`config.mk`:
```
export PLATFORM = sky130hd
export DESIGN_NAME = mod_counter_4
export DESIGN_NICKNAME = d
export VERILOG_FILES = /design/src/rtl/mod_counter_pkg.sv /design/src/rtl/inc_ripple_4.sv /design/src/rtl/mod_counter_4.sv
export SDC_FILE = /design/constraint.sdc
export NUM_CORES = 1
export LEC_CHECK = 0
export ABC_AREA = 1
export CORE_ASPECT_RATIO = 0.75
export CORE_MARGIN = 1.5
export CORE_UTILIZATION = 51
export CTS_BUF_LIST = sky130_fd_sc_hd__clkbuf_4
export DETAILED_ROUTE_END_ITERATION = 6
export GPL_TIMING_DRIVEN = 0
export PLACE_DENSITY = 0.82
export SETUP_SLACK_MARGIN = 0.4
export SYNTH_ARGS = -nofsm -noshare
export SYNTH_HDL_FRONTEND = slang
export SYNTH_HIERARCHICAL = 1
export SYNTH_SLANG_ARGS = --single-unit
```
`constraint.sdc`:
```
create_clock -name clk -period 2.54 [get_ports clk]
set_input_delay 0.254 -clock clk [delete_from_list [all_inputs] [get_ports clk]]
set_output_delay 0.254 -clock clk [all_outputs]
set_load 0.01 [all_outputs]
```
`src/rtl/mod_counter_pkg.sv`:
```
// Shared types and constants for the modulo-N counter slice.
// Holds the state encoding and the modulus-to-last-value helper.
package mod_counter_pkg;

   localparam int CNT_W = 4;

   // A modulus of zero selects the full 16-value range.
   localparam logic [CNT_W-1:0] MOD_FULL = '0;

   typedef enum logic [1:0] {
      IDLE = 2'd0,
      RUN  = 2'd1,
      DONE = 2'd2
   } state_t;

   function automatic logic [CNT_W-1:0] last_of(input logic [CNT_W-1:0] modv);
      logic [CNT_W-1:0] one;
      one = {{(CNT_W-1){1'b0}}, 1'b1};
      return (modv == MOD_FULL) ? {CNT_W{1'b1}} : (modv - one);
   endfunction

endpackage

```
`src/rtl/inc_ripple_4.sv`:
```
// 4-bit ripple incrementor: sum = a + 1 with carry out.
// Built as a chain of half-adder cells with the chain carry-in tied high.
module inc_ripple_4
   import mod_counter_pkg::*;
(
   input  logic [CNT_W-1:0] i_a,
   output logic [CNT_W-1:0] o_sum,
   output logic             o_cout
);

   logic [CNT_W:0] w_c;

   assign w_c[0] = 1'b1;

   for (genvar i = 0; i < CNT_W; i++) begin : g_ha
      assign o_sum[i]  = i_a[i] ^ w_c[i];
      assign w_c[i+1]  = i_a[i] & w_c[i];
   end

   assign o_cout = w_c[CNT_W];

endmodule

```
`src/rtl/mod_counter_4.sv`:
```
// 4-bit modulo-N counter with start/stop, one-shot mode and wrap/overflow flags.
// Build option: define MOD_COUNTER_OVF_EN to compile in the sticky ovf flop.
//
// state | meaning
// IDLE  | q held, waiting for start
// RUN   | q advances every cycle
// DONE  | one-shot finished, q held at last value
module mod_counter_4
   import mod_counter_pkg::*;
#(
   parameter logic [CNT_W-1:0] MOD_RST = 4'd10
)
(
   input  logic             clk,
   input  logic             rst_n,
   input  logic             start,
   input  logic             stop,
   input  logic             clr,
   input  logic             load,
   input  logic [CNT_W-1:0] d,
   input  logic             mod_we,
   input  logic [CNT_W-1:0] mod_in,
   input  logic             oneshot,
   output logic [CNT_W-1:0] q,
   output logic             busy,
   output logic             done,
   output logic             wrap,
   output logic             ovf
);

   state_t           r_state;
   state_t           w_state_nxt;
   logic [CNT_W-1:0] r_q;
   logic [CNT_W-1:0] w_q_nxt;
   logic [CNT_W-1:0] r_mod;
   logic [CNT_W-1:0] w_last;
   logic [CNT_W-1:0] w_inc;
   logic             w_carry;
   logic             r_oneshot;
   logic             w_oneshot_nxt;
   logic             r_wrap;
   logic             w_wrap_nxt;
   logic             w_count;
   logic             w_ovf_set;

   inc_ripple_4 u_inc (
      .i_a    (r_q),
      .o_sum  (w_inc),
      .o_cout (w_carry)
   );

   assign w_last = last_of(r_mod);

   always_ff @(posedge clk or negedge rst_n) begin
      if (!rst_n) begin
         r_state <= IDLE;
      end else begin
         r_state <= w_state_nxt;
      end
   end

   always_comb begin
      w_state_nxt   = r_state;
      w_q_nxt       = r_q;
      w_oneshot_nxt = r_oneshot;
      w_wrap_nxt    = 1'b0;
      w_count       = 1'b0;
      if (clr) begin
         w_state_nxt = IDLE;
         w_q_nxt     = '0;
      end else begin
         if (stop) begin
            w_state_nxt = IDLE;
         end else if (start && (r_state != RUN)) begin
            w_state_nxt   = RUN;
            w_oneshot_nxt = oneshot;
            if (r_state == DONE) begin
               w_q_nxt = '0;
            end
         end else if ((r_state == RUN) && !load) begin
            if (r_q == w_last) begin
               // A one-shot already sitting on its last value just finishes.
               if (r_oneshot) begin
                  w_state_nxt = DONE;
               end else begin
                  w_count    = 1'b1;
                  w_q_nxt    = '0;
                  w_wrap_nxt = 1'b1;
               end
            end else begin
               w_count = 1'b1;
               w_q_nxt = w_inc;
               if (w_carry && !r_oneshot) begin
                  w_wrap_nxt = 1'b1;
               end
               if (r_oneshot && (w_inc == w_last)) begin
                  w_state_nxt = DONE;
               end
            end
         end
         if (load) begin
            w_q_nxt = d;
         end
      end
   end

   assign w_ovf_set = w_count & w_carry;

   always_ff @(posedge clk or negedge rst_n) begin
      if (!rst_n) begin
         r_q       <= '0;
         r_mod     <= MOD_RST;
         r_oneshot <= 1'b0;
         r_wrap    <= 1'b0;
      end else begin
         r_q       <= w_q_nxt;
         r_oneshot <= w_oneshot_nxt;
         r_wrap    <= w_wrap_nxt;
         if (mod_we) begin
            r_mod <= mod_in;
         end
      end
   end

`ifdef MOD_COUNTER_OVF_EN
   logic r_ovf;

   always_ff @(posedge clk or negedge rst_n) begin
      if (!rst_n) begin
         r_ovf <= 1'b0;
      end else if (clr) begin
         r_ovf <= 1'b0;
      end else if (w_ovf_set) begin
         r_ovf <= 1'b1;
      end
   end

   assign ovf = r_ovf;
`else
   logic w_unused_ovf_set;

   assign w_unused_ovf_set = w_ovf_set;
   assign ovf              = 1'b0;
`endif

   assign q    = r_q;
   assign busy = (r_state == RUN);
   assign done = (r_state == DONE);
   assign wrap = r_wrap;

endmodule

```
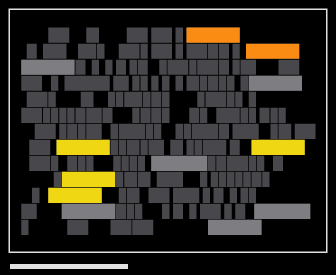
Fig. 1. Register map, names as in the netlist.
Bar = 20 um. Other sequential cells in the stronger grey, the rest of the logic in the fainter grey.
Key: orange = r_state [placed flops 2]; yellow = q [placed flops 4]
share of the final layout cell area in sequential cells: 24.3%
power in sequential cells: 229 uW
FF+latch area: 303 um^2
Core Util, Final: 70.3%

==> summary.rpt <==
PHYSICAL IMPLEMENTATION REPORT
----------------------------------------------------
[STA]
  Clock Skews ........................ 9.30 ps
  Count of pins over their slew limit ........................ 0
  Setup-violating endpoint count in the final report ........................ 0

[Detailed routing]
  Routed wirelength normalized by instance count ........................ 11.6 um
  Topmost layer with routed signal wires ........................ met4
  Routed wire length ........................ 2240 um
  Met2 wire len ........................ 998 um

[Global route]
  GRT Max-Usage Layer ........................ met2
  Met2 usage ........................ 38.7%

[Setup path]
  Setup slack of the worst register-to-register path ........................ 570 ps
  Data required time at the worst endpoint ........................ 2720 ps
  Cell seen most often among critical-path stages ........................ nand2_1
  FF-to-FF End ........................ q[3]
  Bufs and invs on worst path ........................ 2
  Class of the most critical setup path ........................ reg2reg

[Logic synthesis]
  Proportion of register bits with asynchronous set or reset after synthesis ........................ 100%
  Post-synthesis cell type with the largest combined area ........................ dfrtp_1
  Number of enable-type register cells in the synthesized netlist ........................ 0
  Area fraction in and, or, nand and nor cells ........................ 44.6%

[Placement]
  Cell total after placement ........................ 190

[Cells and area]
  Number of nets in the layout ........................ 194
  Filler cells ........................ 154
  Area overhead of the layout relative to synthesis ........................ 26.9%

[Power]
  Cell internal power dissipation ........................ between 300 and 400 uW
  Post-layout power ........................ 571 uW
  Power in combinational cells ........................ 215 uW
  Main power group ........................ registers

[Status]
  Result of the run ........................ complete, no violations

[Floorplanning]
  Area of the placeable core ........................ 0.00177 mm^2
  Overall die area ........................ between 0.002 and 0.0025 mm^2

[Clock tree]
  Post-CTS setup buffer count ........................ 0

----------------------------------------------------
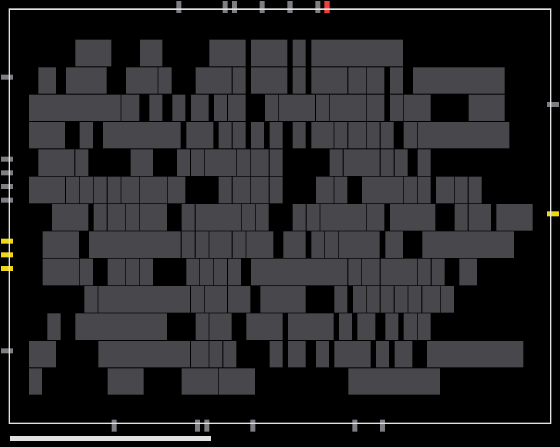
Fig. 2. I/O pins on the die edge.
Bar = 20 um. Pins as bars across the die edge, other pins in grey.
Key: yellow = q [pins 4, direction output, edge 3 left, 1 right]; red = busy [pins 1, direction output, edge top]
Vert. Die Dim: 41.0 um
number of port buffers: 21
x dimension of the die: 53.7 um

Power is estimated from default activity; no workload was simulated.
